### config.mk
export PLATFORM = sky130hd
export DESIGN_NAME = uart_tx
export DESIGN_NICKNAME = d
export VERILOG_FILES = /design/src/rtl/uart_pkg.sv /design/src/rtl/uart_parity_calc.sv /design/src/rtl/uart_tx.sv
export SDC_FILE = /design/constraint.sdc
export NUM_CORES = 1
export LEC_CHECK = 0
export ABC_AREA = 1
export CORE_ASPECT_RATIO = 1.4
export CORE_MARGIN = 2
export CORE_UTILIZATION = 35
export CTS_CLUSTER_DIAMETER = 30
export DETAILED_ROUTE_END_ITERATION = 10
export PLACE_DENSITY_LB_ADDON = 0.12
export SLEW_MARGIN = 20
export SYNTH_ARGS = -nofsm -noshare
export SYNTH_HDL_FRONTEND = slang
export SYNTH_SLANG_ARGS = --single-unit
### constraint.sdc
create_clock -name clk -period 4.9 [get_ports clk]
set_clock_uncertainty 0.15 [all_clocks]
set_input_delay 0.98 -clock clk [delete_from_list [all_inputs] [get_ports clk]]
set_output_delay 0.98 -clock clk [all_outputs]
set_load 0.1 [all_outputs]
### src/rtl/uart_pkg.sv
// Types and constants shared by the UART transmitter and receiver:
// the frame FSM state encoding and the parity-type selectors.
package uart_pkg;

  typedef enum logic [2:0] {
    ST_IDLE   = 3'd0,
    ST_START  = 3'd1,
    ST_DATA   = 3'd2,
    ST_PARITY = 3'd3,
    ST_STOP   = 3'd4
  } uart_state_e;

  localparam int PAR_EVEN = 0;
  localparam int PAR_ODD  = 1;

endpackage

### src/rtl/uart_parity_calc.sv
// Parity of a captured UART word: XOR of all bits for even parity,
// inverted for odd parity.
module uart_parity_calc
  import uart_pkg::*;
#(
  parameter int DATA_WIDTH = 8,
  parameter int PAR_TYPE   = PAR_EVEN
) (
  input  logic [DATA_WIDTH-1:0] data,
  output logic                  par
);

  assign par = (^data) ^ (PAR_TYPE == PAR_ODD);

endmodule

### src/rtl/uart_tx.sv
// UART transmitter: start bit, LSB-first data, optional parity, one stop bit.
// Define UART_TX_HOLD_REG_EN to add a one-entry holding register for gapless frames.
//
// state  | meaning
// IDLE   | line high, waiting for a word
// START  | start bit (0) on the line
// DATA   | data bit idx on the line, LSB first
// PARITY | parity bit on the line (PAR_EN=1 only)
// STOP   | stop bit (1); may chain straight into START
module uart_tx
  import uart_pkg::*;
#(
  parameter int DATA_WIDTH = 8,
  parameter int N          = 16,
  parameter int PAR_EN     = 0,
  parameter int PAR_TYPE   = 0
) (
  input  logic                  clk,
  input  logic                  rst,
  input  logic [DATA_WIDTH-1:0] P_DATA,
  input  logic                  DATA_VALID,
  output logic                  READY,
  output logic                  BUSY,
  output logic                  TX_OUT
);

  localparam int CW = (N > 1) ? $clog2(N) : 1;
  localparam int IW = (DATA_WIDTH > 1) ? $clog2(DATA_WIDTH) : 1;

  uart_state_e           state_q, state_d;
  logic [CW-1:0]         cnt_q, cnt_d;
  logic [IW-1:0]         idx_q, idx_d;
  logic [DATA_WIDTH-1:0] data_q;
  logic                  tx_q, tx_d;
  logic                  par_bit;
  logic                  accept, bit_end, stop_end;
  logic                  pend_valid;
  logic [DATA_WIDTH-1:0] pend_data;

  assign BUSY     = (state_q != ST_IDLE);
  assign accept   = DATA_VALID && READY;
  assign bit_end  = (cnt_q == CW'(N - 1));
  assign stop_end = (state_q == ST_STOP) && bit_end;
  assign TX_OUT   = tx_q;

`ifdef UART_TX_HOLD_REG_EN
  logic [DATA_WIDTH-1:0] hold_q;
  logic                  hold_valid;

  assign READY = !hold_valid;
  // A word accepted on the very last stop-bit edge bypasses the hold register.
  assign pend_valid = hold_valid || (accept && BUSY);
  assign pend_data  = hold_valid ? hold_q : P_DATA;

  always_ff @(posedge clk or posedge rst) begin
    if (rst) begin
      hold_q     <= '0;
      hold_valid <= 1'b0;
    end else if (stop_end && hold_valid) begin
      hold_valid <= 1'b0;
    end else if (accept && BUSY && !stop_end) begin
      hold_q     <= P_DATA;
      hold_valid <= 1'b1;
    end
  end
`else
  assign READY      = (state_q == ST_IDLE);
  assign pend_valid = 1'b0;
  assign pend_data  = P_DATA;
`endif

  uart_parity_calc #(
    .DATA_WIDTH(DATA_WIDTH),
    .PAR_TYPE  (PAR_TYPE)
  ) u_parity (
    .data(data_q),
    .par (par_bit)
  );

  always_ff @(posedge clk or posedge rst) begin
    if (rst) begin
      state_q <= ST_IDLE;
      cnt_q   <= '0;
      idx_q   <= '0;
      data_q  <= '0;
      tx_q    <= 1'b1;
    end else begin
      state_q <= state_d;
      cnt_q   <= cnt_d;
      idx_q   <= idx_d;
      tx_q    <= tx_d;
      if ((state_q == ST_IDLE) && accept)
        data_q <= P_DATA;
      else if (stop_end && pend_valid)
        data_q <= pend_data;
    end
  end

  always_comb begin
    state_d = state_q;
    cnt_d   = cnt_q;
    idx_d   = idx_q;
    tx_d    = 1'b1;

    if (state_q != ST_IDLE)
      cnt_d = bit_end ? '0 : cnt_q + CW'(1);

    case (state_q)
      ST_IDLE:   if (accept) state_d = ST_START;
      ST_START:  if (bit_end) begin
                   state_d = ST_DATA;
                   idx_d   = '0;
                 end
      ST_DATA:   if (bit_end) begin
                   if (idx_q == IW'(DATA_WIDTH - 1)) begin
                     idx_d   = '0;
                     state_d = (PAR_EN != 0) ? ST_PARITY : ST_STOP;
                   end else begin
                     idx_d = idx_q + IW'(1);
                   end
                 end
      ST_PARITY: if (bit_end) state_d = ST_STOP;
      ST_STOP:   if (bit_end) state_d = pend_valid ? ST_START : ST_IDLE;
      default:   state_d = ST_IDLE;
    endcase

    // Line value is decoded from the next state so TX_OUT comes straight off a flop.
    case (state_d)
      ST_START:  tx_d = 1'b0;
      ST_DATA:   tx_d = data_q[idx_d];
      ST_PARITY: tx_d = par_bit;
      default:   tx_d = 1'b1;
    endcase
  end

endmodule
Fig. 1: wires at chosen ports, followed through buffers
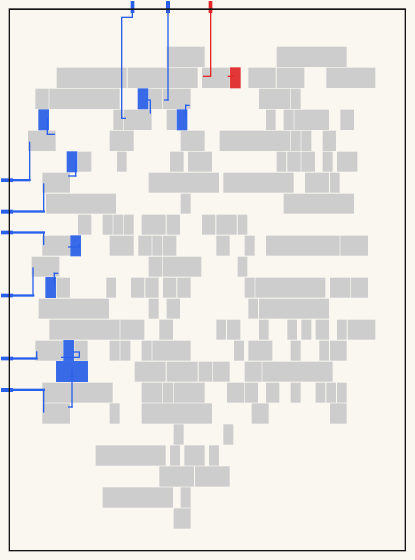
colour	port	bits	direction	edge	end cells	buffers	wire
red	`rst`	1	input	top	1	1	9.90 microns
blue	`P_DATA`	8	input	6 left, 2 top	8	8	87.4 microns
Port Buffers: 13
number of top-level design ports: 14

Fig. 2: cell sizes after repair
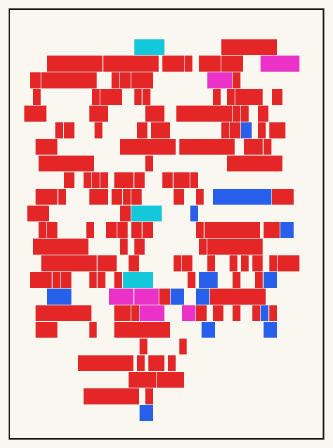
colour	size	cells	share
red	_0 and _1 cells	124	85%
blue	_2 cells	13	8.9%
cyan	_6 and larger	3	2.1%
magenta	_3 and _4 cells	6	4.1%
signed area change from the synthesized netlist to the final layout: 19.7%
final setup slack of the worst path: 1.56 ns
number of non-clock buffers in the layout: 13
area of all placed cells without fillers: 1300 sq um

==> run summary <==
Notes on the physical implementation.

- The largest net degree at the start of global routing is 20, for reference.
- The cell count after synthesis came out at 130.
- The row count is 23, for reference.
- Note that the worst hold path type here is register to register.
- The instance count after placement with tap cells included is 179, for reference.
- In the final layout, multi-input gates take up 39.5% of the cell area.
- Per the STA report, the cell with the highest stage delay on the worst path is clkdlybuf4s50_1.
- Multi-input combinational cells in the finished layout were counted as 87.
- The critical path is of the register to output port type.
- Max fanout on the critical path was recorded as 5.
- The length of the first detailed-routing pass in iterations is 4, for reference.
- Sequential cells placed in the final layout were counted as 19.
- The synthesized chip area reported by yosys is 1090 sq um, for reference.
- The number of buffers added by the clock tree synthesis step is 3, for reference.
- The number of setup buffers added after CTS is 0.
- The gate-level netlist out of Yosys references 25 unique cell types.
- The placement stage leaves a total instance area of 1260 sq um.
- Averaged over all synthesized cells, the footprint is 8.37 sq um.
- Clock latency on the worst-skew pair, taken at its later pin, is 0.26 ns.
- After synthesis, the design contains 130 cells according to Yosys.
- The floorplan report lists the tap cell count as 37.
- The finished layout holds 183 standard cells, fillers aside.
- Summing the sequential cell areas from Yosys gives 43.8% of the chip area.
- The max-slew headroom at the worst pin is 35.3%, for reference.
- Of all the cell area in the finished design, non-clock buffers hold 9.99%.
- The number of clock buffer instances in the layout is 4, for reference.
- VDD sags by at most 139 uV.
- The detail route stage leaves a number of antenna-violating nets equal to 0.
- The die covers 3580 sq um.
- The count of unresolved DRC violations after routing is 0, for reference.
- The reg-to-reg startpoint is cnt_q[0], for reference.
- The number of nets in the layout is 161, for reference.
- The cell kind with the greatest summed area is combinational gates, for reference.
- The warning total across the stage logs is 26, for reference.
- The share of the synthesized area in the top cell type is 41.4%, for reference.
- The critical path goes through nor2_1 -> nand2_2 -> clkinv_2 -> clkdlybuf4s50_1.
- Per the synth log, the flip-flop and latch total comes to 19.
- Per the final timing report, the hold violations number 0.
- After global routing the overflow that remains totals 0.
- By area the synthesized netlist is led by dfrtp_1, nand3_1, inv_1, nand2_1, nor2_1.
- After layout, the minimum clock period comes to 3.34 ns.
- Counting buffers and inverters, the worst setup path is 4 cells deep.
- The kind of end point of the critical path is an output port, for reference.
- The via count of the first global-routing pass is 896.
- The clock network takes up 3.46% of total cell area after layout.
- The origin of the worst min-delay path is cnt_q[1], for reference.
- The dominant register cell in the synthesized netlist is dfrtp_1, for reference.
- The static leakage is 0.663 nW, for reference.
- The worst reg2reg path endpoint is TX_OUT, for reference.
- STA classifies the critical path startpoint as a register.
- The flow ran to the end, and the final reports show no timing, DRC or antenna violations.
- From left edge to right edge, the die measures 51.1 microns.
- Looking at the clock tree report, the H-tree level count equals 1.
- The clock tree from TritonCTS is built, for reference.
- Hold analysis shows the worst path with a depth of 2.
- Before any placement, the netlist area is recorded as 1090 sq um.
- The effective utilization at floorplan is 37.5%, for reference.
- The register-to-register setup slack is 3.10 ns, for reference.
- Based on the critical path, the design can be clocked at up to 299 MHz.
- The area taken by multi-input combinational cells is reported as 514 sq um.
- The sequential cell area is 477 sq um, for reference.
- Of all cell types, the one taking the most synthesized area is dfrtp_1.
- The data arrival time at the worst-slack endpoint is 2.21 ns, for reference.
- The initial antenna violation count is 0, for reference.
- The ratio of final minimum period to clock period is 68.2%, for reference.
- The final layout report lists a filler cell count of 306.
- The accumulated negative setup slack is 0 ns, for reference.
- The buffer depth of the longest clock path is 2, for reference.
- According to the timing report, the critical path is captured at READY.
- The wire length of the first global-routing pass is 3800 microns, for reference.
- The register fraction of the total cell area is 36.6%, for reference.
- For this design, the CTS-stage hold fixing added 0 buffers.
- The number of failing setup endpoints in the final timing report is 0, for reference.
- In the layout the commonest cells are inv_1, nand2_1, dfrtp_1.
- The placeable core region is 2910 sq um, for reference.
- Per the OpenROAD floorplan log, the height of the die is 70.0 microns.
- The number of pins exceeding their max-slew limit in the final report is 0, for reference.
- The worst setup path startpoint is state_q[1], for reference.
- For the worst flop-to-flop path, the logic depth is 10.
- In the placement report, post-DP HPWL is listed as 1610 microns.
- The worst stage delay on the critical path is 1.13 ns, for reference.
- The report counts max-capacitance violations totalling 0.
- Setup repair after global routing left no endpoint under its margin.
- The initial DRC count is 10, for reference.
- Across all hold checks on the routed design, the worst slack comes to 0.368 ns.
- The power density over cell area is 214 nW/um^2, for reference.
- The via density per instance is 4.64, for reference.
- The final layout report lists a non-clock inverter count of 23.
- RePlAce ended its routability-driven mode at a weighted congestion of 0.793.
- The total clock sinks is 19, for reference.
- For the pin with the worst max-slew slack, the measured transition is 0.967 ns.
- The synthesized design contains 0 enable-type register cells.
- The clock transition at the registers of the reported paths is 0.07 ns, for reference.
- The post-route core utilization is 44.8%, for reference.
- The post-route netlist has 15.1% of its cells at a drive strength greater than 1.
- The worst hold endpoint is cnt_q[1], for reference.
- The required time of the critical path is 3.77 ns, for reference.
- During synthesis, Yosys emitted a total of 0 warnings.
- The final antenna diode count is 0, for reference.
- The share of synthesized registers carrying an async set or reset is 100%, for reference.
- The number of nets handed over by synthesis was 144.
- The CTS root buffer is clkbuf_8, for reference.
- Once the clock tree was built, the resizer swapped 0 gates to a different size.
- The worst path buffer plus inverter count is 2, for reference.
- The cell class contributing the biggest share of worst-path delay is buffers and inverters, for reference.
Fig. 3: wire density map
The bar under the picture is 20 microns long. 10 x 14 tiles, from dark purple (low) to yellow (high), scaled to the fullest tile. Values are wire area over tile area, all layers added.
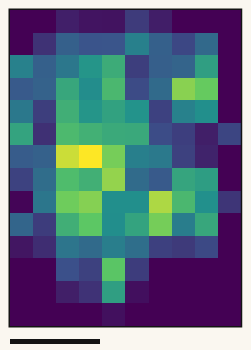
mean over tiles	0.089
densest ninth of the die	middle
emptiest ninth of the die	bottom right
fullest tile	0.30
tiles over half the peak	25%
wire length per cell: 11.1 microns
combined global-route utilization of all metal layers: 14.0%
total wire length: 2030 microns
number of vias in the routed layout: 849

Fig. 4: placement by cell class
The bar under the picture is 20 microns long.
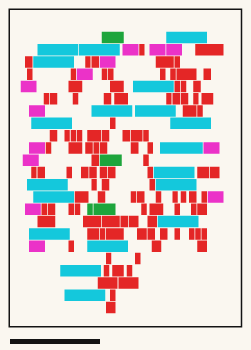
colour	class	cells	share of their area
red	combinational and other logic	110	48%
magenta	other buffers and delay cells	13	10%
green	clock drivers and dummy loads	4	3.6%
cyan	flops	19	38%

==> synthesized netlist by cell type (all sizes together) (2+ instances only) <==
cell type / count
a21oi: 9
xnor2: 4
xor2: 3
nor2: 14
dfrtp: 18
o211ai: 2
nand2: 28
nand3: 15
ha: 3
o21ai: 5
clkinv: 2
inv: 21
nand3b: 2
==> metal layers <==
layer	wire [microns]	vias up	track usage [%]
met2	1070	12	25.0
met5	0	-	0
met4	57	0	8.11
met1	848	390	15.2
li1	-	442	-
met3	52	5	1.92
==> tightest hold or removal path, cell delays in order, from the launching register on <==
cell     delay, ns
dfrtp_1       0.37
nand2_1       0.06
nand2_1       0.05
==> registers in the layout (all words and copies together) (netlist names) <==
register and count:
data_q 8, cnt_q 4, idx_q 3, state_q 3, TX_OUT 1
==> kinds of logic (layout without fill, tap and decap cells) <==
| kind of cell | Yosys count | count (layout) | synth area share, % |
|---|---|---|---|
| and+or+nand+nor | 59 | 59 | 28.3 |
| adders and majority gates | 3 | 3 | 3.45 |
| AOI/OAI and AO/OA | 17 | 17 | 8.85 |
| buffers and inverters | 24 | 40 | 8.97 |
| DFF | 19 | 19 | 43.8 |
| muxes | 1 | 1 | 1.03 |
| xor gates and xnor gates | 7 | 7 | 5.63 |
==> metrics by stage <==
step | worst slack [ns] | power [W]
after floorplan | 2.33 | 0.000162
after global placement | 1.86 | 0.000171
after detailed placement | 1.83 | 0.000171
after CTS | 1.54 | 0.000282
after global routing | 1.43 | 0.000290
final | 1.56 | 0.000279
==> power breakdown <==
part	switching, W	total [W]	leakage [nW]	internal, W
clock network	0.0000532	0.000111	0.0228	0.0000579
logic	0.00000403	0.0000110	0.429	0.00000694
registers	0	0.000157	0.211	0.000157
total	0.0000572	0.000279	0.663	0.000222
Power and IR drop assume default switching activity.
